Fig. 1: M4 wires
(2 px per um) Supply wires on this layer in grey. Cells faint in the background.
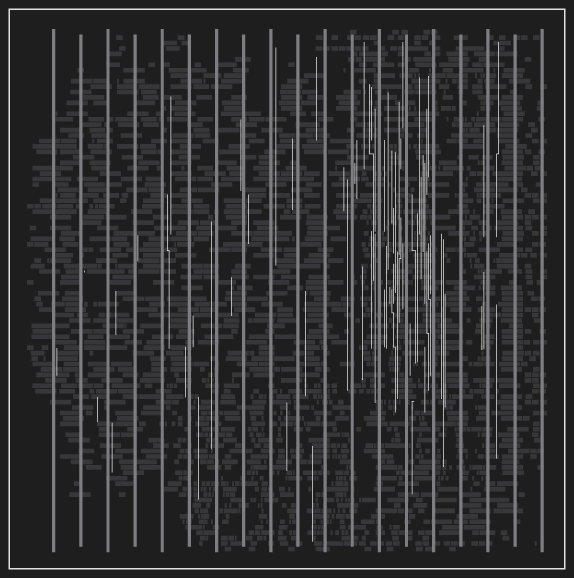
Fig. 2: routed metal, one colour a layer
(1.5 px per um)
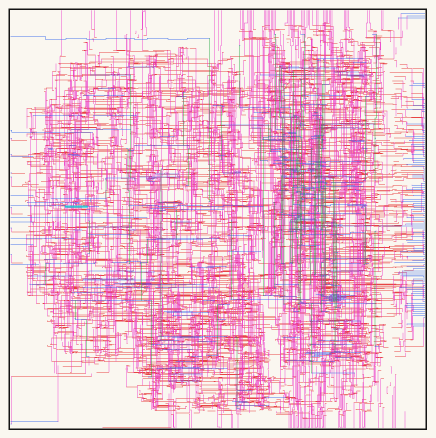
Fig. 3: sequential cells coloured by netlist name
(1.5 px per um)
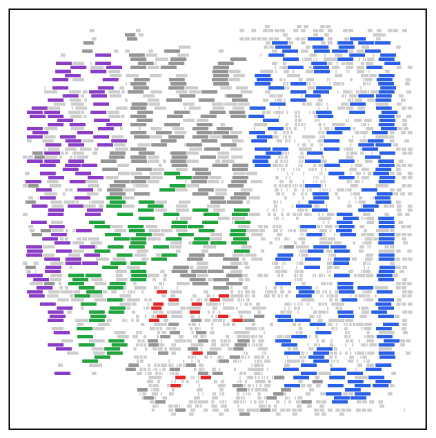
Fig. 4: cell density map
(1.5 px per um) The die is cut into 28 by 28 equal tiles; white is low, dark blue is high, 0 to 100% covered.
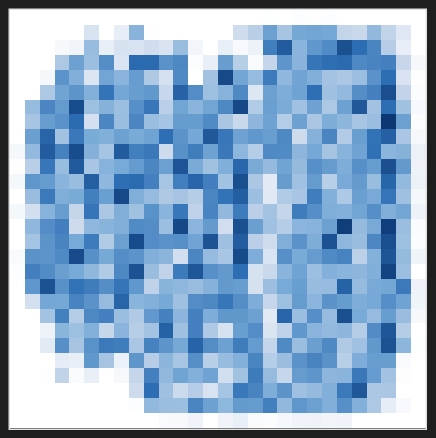
Fig. 5: clock nets
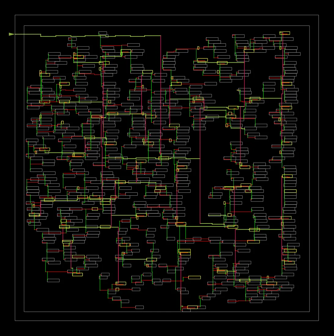
<file path="config.mk">
export PLATFORM = sky130hd
export DESIGN_NAME = rob_commit_wide
export DESIGN_NICKNAME = d
export VERILOG_FILES = /design/src/rtl/rob_commit_wide.sv
export SDC_FILE = /design/constraint.sdc
export NUM_CORES = 1
export LEC_CHECK = 0
export CAP_MARGIN = 20
export CORE_AREA = 8 8 269 271
export DETAILED_ROUTE_END_ITERATION = 12
export DIE_AREA = 0 0 277 279
export PLACE_DENSITY_LB_ADDON = 0.1
export SYNTH_ARGS = -nofsm -noshare
export SYNTH_HDL_FRONTEND = slang
export SYNTH_SLANG_ARGS = --single-unit
</file>
<file path="constraint.sdc">
create_clock -name CLK -period 5.55 [get_ports CLK]
set_clock_uncertainty 0.2 [all_clocks]
set_input_delay 1.3875 -clock CLK [delete_from_list [all_inputs] [get_ports CLK]]
set_output_delay 1.3875 -clock CLK [all_outputs]
set_load 0.02 [all_outputs]
</file>
<file path="src/rtl/rob_commit_wide.sv">
// Reorder buffer with multi-slot in-order commit, retirement RAT and exception flush.
// Optional statistics counters are enabled by defining ROB_COMMIT_STATS_EN.
module rob_commit_wide #(
    parameter int COMMIT_WIDTH = 2,
    parameter int ROB_AW       = 4,
    parameter int ARCH_AW      = 5,
    parameter int PHYS_AW      = 6
) (
    input  logic                              CLK,
    input  logic                              RESET,
    input  logic                              FREEZE,
    input  logic                              push_req,
    input  logic                              push_hasdst,
    input  logic [ARCH_AW-1:0]                push_arch,
    input  logic [PHYS_AW-1:0]                push_newp,
    input  logic [PHYS_AW-1:0]                push_oldp,
    output logic [ROB_AW-1:0]                 push_tag,
    output logic                              full,
    output logic                              empty,
    input  logic                              cpl_req,
    input  logic [ROB_AW-1:0]                 cpl_idx,
    input  logic                              cpl_exc,
    output logic [COMMIT_WIDTH-1:0]           rel_valid,
    output logic [COMMIT_WIDTH*PHYS_AW-1:0]   rel_phys,
    output logic [2:0]                        com_count,
    output logic                              flush_out,
    output logic                              copy_retrat,
    output logic [(2**ARCH_AW)*PHYS_AW-1:0]   retrat_flat
`ifdef ROB_COMMIT_STATS_EN
    ,
    output logic [31:0]                       stat_commits,
    output logic [15:0]                       stat_exc
`endif
);

    localparam int DEPTH = 2 ** ROB_AW;
    localparam int NARCH = 2 ** ARCH_AW;

    typedef enum logic {RUN, FLUSH} state_t;

    state_t              state;
    logic [ROB_AW-1:0]   head, tail;
    logic [ROB_AW:0]     count;

    logic                fin_q    [DEPTH];
    logic                exc_q    [DEPTH];
    logic                hasdst_q [DEPTH];
    logic [ARCH_AW-1:0]  arch_q   [DEPTH];
    logic [PHYS_AW-1:0]  newp_q   [DEPTH];
    logic [PHYS_AW-1:0]  oldp_q   [DEPTH];
    logic [PHYS_AW-1:0]  retrat   [NARCH];

    logic [ROB_AW-1:0]       slot_idx [COMMIT_WIDTH];
    logic [COMMIT_WIDTH-1:0] retire;
    logic [2:0]              ret_n;
    logic                    chain;
    logic                    head_exc;
    logic                    push_ok;
    logic                    cpl_ok;
    logic [ROB_AW-1:0]       cpl_off;

    assign push_tag = tail;
    assign empty    = (count == '0);
    assign full     = (count == (ROB_AW+1)'(DEPTH)) || (state == FLUSH);

    for (genvar g = 0; g < NARCH; g++) begin : g_rat
        assign retrat_flat[g*PHYS_AW +: PHYS_AW] = retrat[g];
    end

    // Retirement is an unbroken prefix of finished, non-excepting entries from head.
    always_comb begin
        retire = '0;
        ret_n  = 3'd0;
        chain  = (state == RUN) && !FREEZE;
        for (int k = 0; k < COMMIT_WIDTH; k++) begin
            slot_idx[k] = head + ROB_AW'(k);
            if (chain && ((ROB_AW+1)'(k) < count) && fin_q[slot_idx[k]] && !exc_q[slot_idx[k]]) begin
                retire[k] = 1'b1;
                ret_n     = ret_n + 3'd1;
            end else begin
                chain = 1'b0;
            end
        end
    end

    assign head_exc = (state == RUN) && !FREEZE && (count != '0) && fin_q[head] && exc_q[head];
    assign push_ok  = push_req && !full && (state == RUN) && !FREEZE;
    assign cpl_off  = cpl_idx - head;
    assign cpl_ok   = cpl_req && !FREEZE && (state == RUN) && ({1'b0, cpl_off} < count);

    always_ff @(posedge CLK) begin
        if (!RESET) begin
            state       <= RUN;
            head        <= '0;
            tail        <= '0;
            count       <= '0;
            rel_valid   <= '0;
            rel_phys    <= '0;
            com_count   <= 3'd0;
            flush_out   <= 1'b0;
            copy_retrat <= 1'b0;
            for (int i = 0; i < DEPTH; i++) begin
                fin_q[i] <= 1'b0;
                exc_q[i] <= 1'b0;
            end
            for (int i = 0; i < NARCH; i++) retrat[i] <= PHYS_AW'(i);
`ifdef ROB_COMMIT_STATS_EN
            stat_commits <= '0;
            stat_exc     <= '0;
`endif
        end else begin
            rel_valid   <= '0;
            rel_phys    <= '0;
            com_count   <= 3'd0;
            flush_out   <= 1'b0;
            copy_retrat <= 1'b0;
            if (!FREEZE) begin
                if (state == FLUSH) begin
                    state <= RUN;
                end else if (head_exc) begin
                    // Pointers collapse on entry so the FLUSH cycle already shows an empty ROB.
                    state       <= FLUSH;
                    head        <= '0;
                    tail        <= '0;
                    count       <= '0;
                    flush_out   <= 1'b1;
                    copy_retrat <= 1'b1;
`ifdef ROB_COMMIT_STATS_EN
                    if (stat_exc != '1) stat_exc <= stat_exc + 16'd1;
`endif
                end else begin
                    if (push_ok) begin
                        fin_q[tail]    <= 1'b0;
                        exc_q[tail]    <= 1'b0;
                        hasdst_q[tail] <= push_hasdst;
                        arch_q[tail]   <= push_arch;
                        newp_q[tail]   <= push_newp;
                        oldp_q[tail]   <= push_oldp;
                        tail           <= tail + 1'b1;
                    end
                    if (cpl_ok) begin
                        fin_q[cpl_idx] <= 1'b1;
                        if (cpl_exc) exc_q[cpl_idx] <= 1'b1;
                    end
                    // Later slots overwrite earlier ones on a shared architectural register.
                    for (int k = 0; k < COMMIT_WIDTH; k++) begin
                        if (retire[k] && hasdst_q[slot_idx[k]]) begin
                            retrat[arch_q[slot_idx[k]]]     <= newp_q[slot_idx[k]];
                            rel_valid[k]                    <= 1'b1;
                            rel_phys[k*PHYS_AW +: PHYS_AW]  <= oldp_q[slot_idx[k]];
                        end
                    end
                    com_count <= ret_n;
                    head      <= head + ROB_AW'(ret_n);
                    count     <= count + (ROB_AW+1)'(push_ok) - (ROB_AW+1)'(ret_n);
`ifdef ROB_COMMIT_STATS_EN
                    if (stat_commits > (32'hFFFF_FFFF - 32'(ret_n))) stat_commits <= '1;
                    else stat_commits <= stat_commits + 32'(ret_n);
`endif
                end
            end
        end
    end

endmodule
</file>
==> impl_metrics.tcl <==
# yosys + openroad results
set metrics [dict create \
    ios 245 \
    cts_hold_buffers 0 \
    critPathLaunchType "flip-flop" \
    synth_area_sq_um 26800 \
    n_clock_buffer 81 \
    antenna_found_initial 3 \
    nNonClkBuffers 308 \
    ant_nets 0 \
    path_clk_slew_ps 60 \
    p_per_area_nw_per_um2 275 \
    drt-met1-wl_um 34700 \
    slew_viol_final 0 \
    ir_drop_mv 0.240 \
    yosysWarnings 0 \
    buffer_area_frac 0.0908 \
    rsz0062_at_grt "false" \
    drive_gt1_frac 0.234 \
    ys_seq_elements 547 \
    crit_fanout 44 \
    min_path_type "reg2reg" \
    leakagePower_nw 10.5 \
    power_w 0.00888 \
    top_area_frac 0.537 \
    crit_arrival_ps 5110 \
    clock.fmax_mhz 198 \
    outcome "finished clean" \
    end_kind "flip-flop" \
    cts_tree "done" \
    crit_type "reg2reg" \
    maxCapViolCount 0 \
    sh_comb_area 0.320 \
    dpl.hpwl_um 57900 \
    grt_pass1_vias 17582 \
    die_h_um 279 \
    worstPathRequired_ps 5610 \
    htree_num_levels 2 \
    clkCellAreaFrac 0.0611 \
    cts_setup_buffers 0 \
    dr.first_iter.drc_count 1575 \
    post-route-period-util 0.910 \
    cts-resized-gates 0 \
    top_area_cell "edfxtp_1" \
    drc 0 \
    synth_seq_share 0.587 \
    rows 96 \
    fillers 5920 \
    die_x_um 277 \
    cts-root-buf "clkbuf_16" \
    ff_count 547 \
    top_layer "met5" \
    port_buffers 243 \
    dominant_cells "sequential cells" \
    grt_max_degree 64 \
    comb_cells 1040 \
    dr_wl_met2_um 42600 \
    slew_headroom 0.312 \
    fin_tns_setup_ps 0 \
    syn_to_final_growth_pct 20.1 \
    register_area_sq_um 15800 \
    ys_cells 1770 \
    sh_seq_area 0.489 \
    top_cells_by_area "edfxtp_1, mux4_2, dfxtp_1" \
    r2r_slack_ps 500 \
    clock_path_buffers 3 \
    synthArstFlopShare 0 \
    edf_count 480 \
    track_usage 0.217 \
    finalWeightedCongestion 0.897 \
    ys_types 68 \
    syn_avg_cell_area_sq_um 15.2 \
    dieArea_sq_um 77300 \
    netlist_instances 1770 \
    setup_viol 0 \
    crit_slowest_cell "buf_4" \
    core-area_sq_um 68000 \
    combGateArea_sq_um 10300 \
    n_antenna_cell 2 \
    cpPeakStageDelay_ps 650 \
    fin_nets 2054 \
    grt_first_pass_wirelength_um 124000 \
    max_slew.worst_pin.slew_ps 1030 \
    crit_chain "buf_4 > nand3_1 > xor2_4 > buf_4 > mux2i_1 > mux2i_1 > nand4b_4 > buf_4 > inv_2 > nand3_1 > o211ai_1" \
    synth_nets 1824 \
]
Back to the opening pictures, Fig. 1:
main direction: vertical
longest straight run: 114 um
wire length on this layer: 3490 um
share of all routed wire: 4.1%
final WL: 85900 um
vias: 17.1k

Back to the opening pictures, Fig. 2:
[green] metal 4 | wire length: 3490 um
[blue] metal 3 | wire length: 5040 um
[magenta] metal 2 | wire length: 42.6 mm
[red] metal 1 | wire length: 34.7 mm
[cyan] metal 5 | wire length: 13.8 um

Back to the opening pictures, Fig. 3:
[green] `arch_q` | sequential cells: 80
[blue] `retrat` | sequential cells: 192
[purple] `oldp_q` | sequential cells: 96
[red] `exc_q` | sequential cells: 16 | where: bottom middle

Back to the opening pictures, Fig. 4:
nearly empty tiles: 16%
emptiest ninth of the die: bottom left
mean over tiles: 40%
Final Util: 0.474
Initial Util: 0.395

Back to the opening pictures, Fig. 5:
Num CTS Buffers: 60
Worst-Skew Late Latency: 630 ps
clk sinks: 547

==> state kept, by name, indices dropped and copies added, names as in the netlist, named ones only <==
| name | cells |
|---|---|
| rel_valid | 2 |
| arch_q | 80 |
| oldp_q | 96 |
| exc_q | 16 |
| head | 4 |
| state | 1 |
| com_count | 2 |
| retrat | 192 |
| fin_q | 16 |
| push_tag | 4 |
| copy_retrat | 1 |
| count | 5 |
| hasdst_q | 16 |
| newp_q | 96 |
| rel_phys | 12 |
==> tightest hold or removal path, delay by kind of cell (launching register included) <==
kind | cells | cell delay (ps)
flip-flops | 1 | 310
AND/OR/NAND/NOR | 1 | 50
AND-OR/OR-AND | 1 | 50
==> stage by stage <==
stage | instance area [sq um] | setup WS (ps) | instances | hold WS [ps]
finish | 32200 | 500 | 2936 | 260
global route | 32200 | 233 | 2934 | 283
CTS | 32200 | 534 | 2934 | 260
detailed placement | 30300 | 338 | 2820 | 251
global placement | 30300 | 313 | 2820 | 243
floorplan | 26800 | 651 | 1770 | 232
==> cell families (layout without fill, tap and decap cells) <==
kind of cell / count (synthesis) / after routing / share of synthesized area
other cells: 1 / 3 / 0.000140
xor+xnor: 13 / 13 / 0.00452
fa+ha+maj: 26 / 26 / 0.0130
flops: 547 / 547 / 0.587
mux: 349 / 349 / 0.229
buf+inv: 183 / 465 / 0.0324
compound gates: 176 / 176 / 0.0476
simple gates: 475 / 475 / 0.0858
==> synthesized netlist by cell type (all sizes together), types with 19 or more instances <==
library cell  instances
nor3                 35
nor2                167
mux4                175
inv                  43
a211oi               19
o211ai               29
mux2                127
clkbuf               62
nand3                50
dfxtp                67
ha                   23
nand2               104
a31oi                33
edfxtp              480
or3                  21
buf                  78
mux2i                47
==> final timing paths <==
| check | startpoint | end | depth (start not counted) |
|---|---|---|---|
| hold / removal | count[3] | count[3] | 2 |
| setup reg to reg | head[0] | retrat[12][5] | 11 |
| setup / recovery | head[0] | retrat[12][5] | 11 |
| hold reg to reg | count[3] | count[3] | 2 |
==> layout by cell type, fill, tap and decap left out, types with 10 or more instances in the layout <==
cell	instances
a211oi_1	19
a21oi_1	17
a31oi_1	33
a32o_1	13
and2_1	16
and3_1	14
buf_4	64
clkbuf_1	14
clkbuf_16	61
clkdlybuf4s50_1	242
clkinv_1	14
clkinv_2	10
dfxtp_1	64
edfxtp_1	480
ha_1	22
inv_1	32
inv_2	11
mux2_1	19
mux2_2	24
mux2_4	84
mux2i_1	47
mux4_2	175
nand2_1	104
nand2b_1	14
nand3_1	50
nand4_1	12
nor2_1	157
nor2b_1	12
nor3_1	30
o211ai_1	29
o2bb2ai_1	10
o31ai_1	17
or3_1	20
==> metal layers <==
metal	up-vias	global-route usage
li1	7430	-
met1	8760	0.271
met2	692	0.375
met3	175	0.0359
met4	2	0.0859
met5	-	0
==> power by group <==
| group | switching [W] | total [W] | internal, W |
|---|---|---|---|
| logic | 0.000241 | 0.000362 | 0.000120 |
| registers | 0.0000221 | 0.00453 | 0.00451 |
| clock network | 0.00162 | 0.00399 | 0.00236 |
| total | 0.00189 | 0.00888 | 0.00699 |
Power and IR drop assume default switching activity.
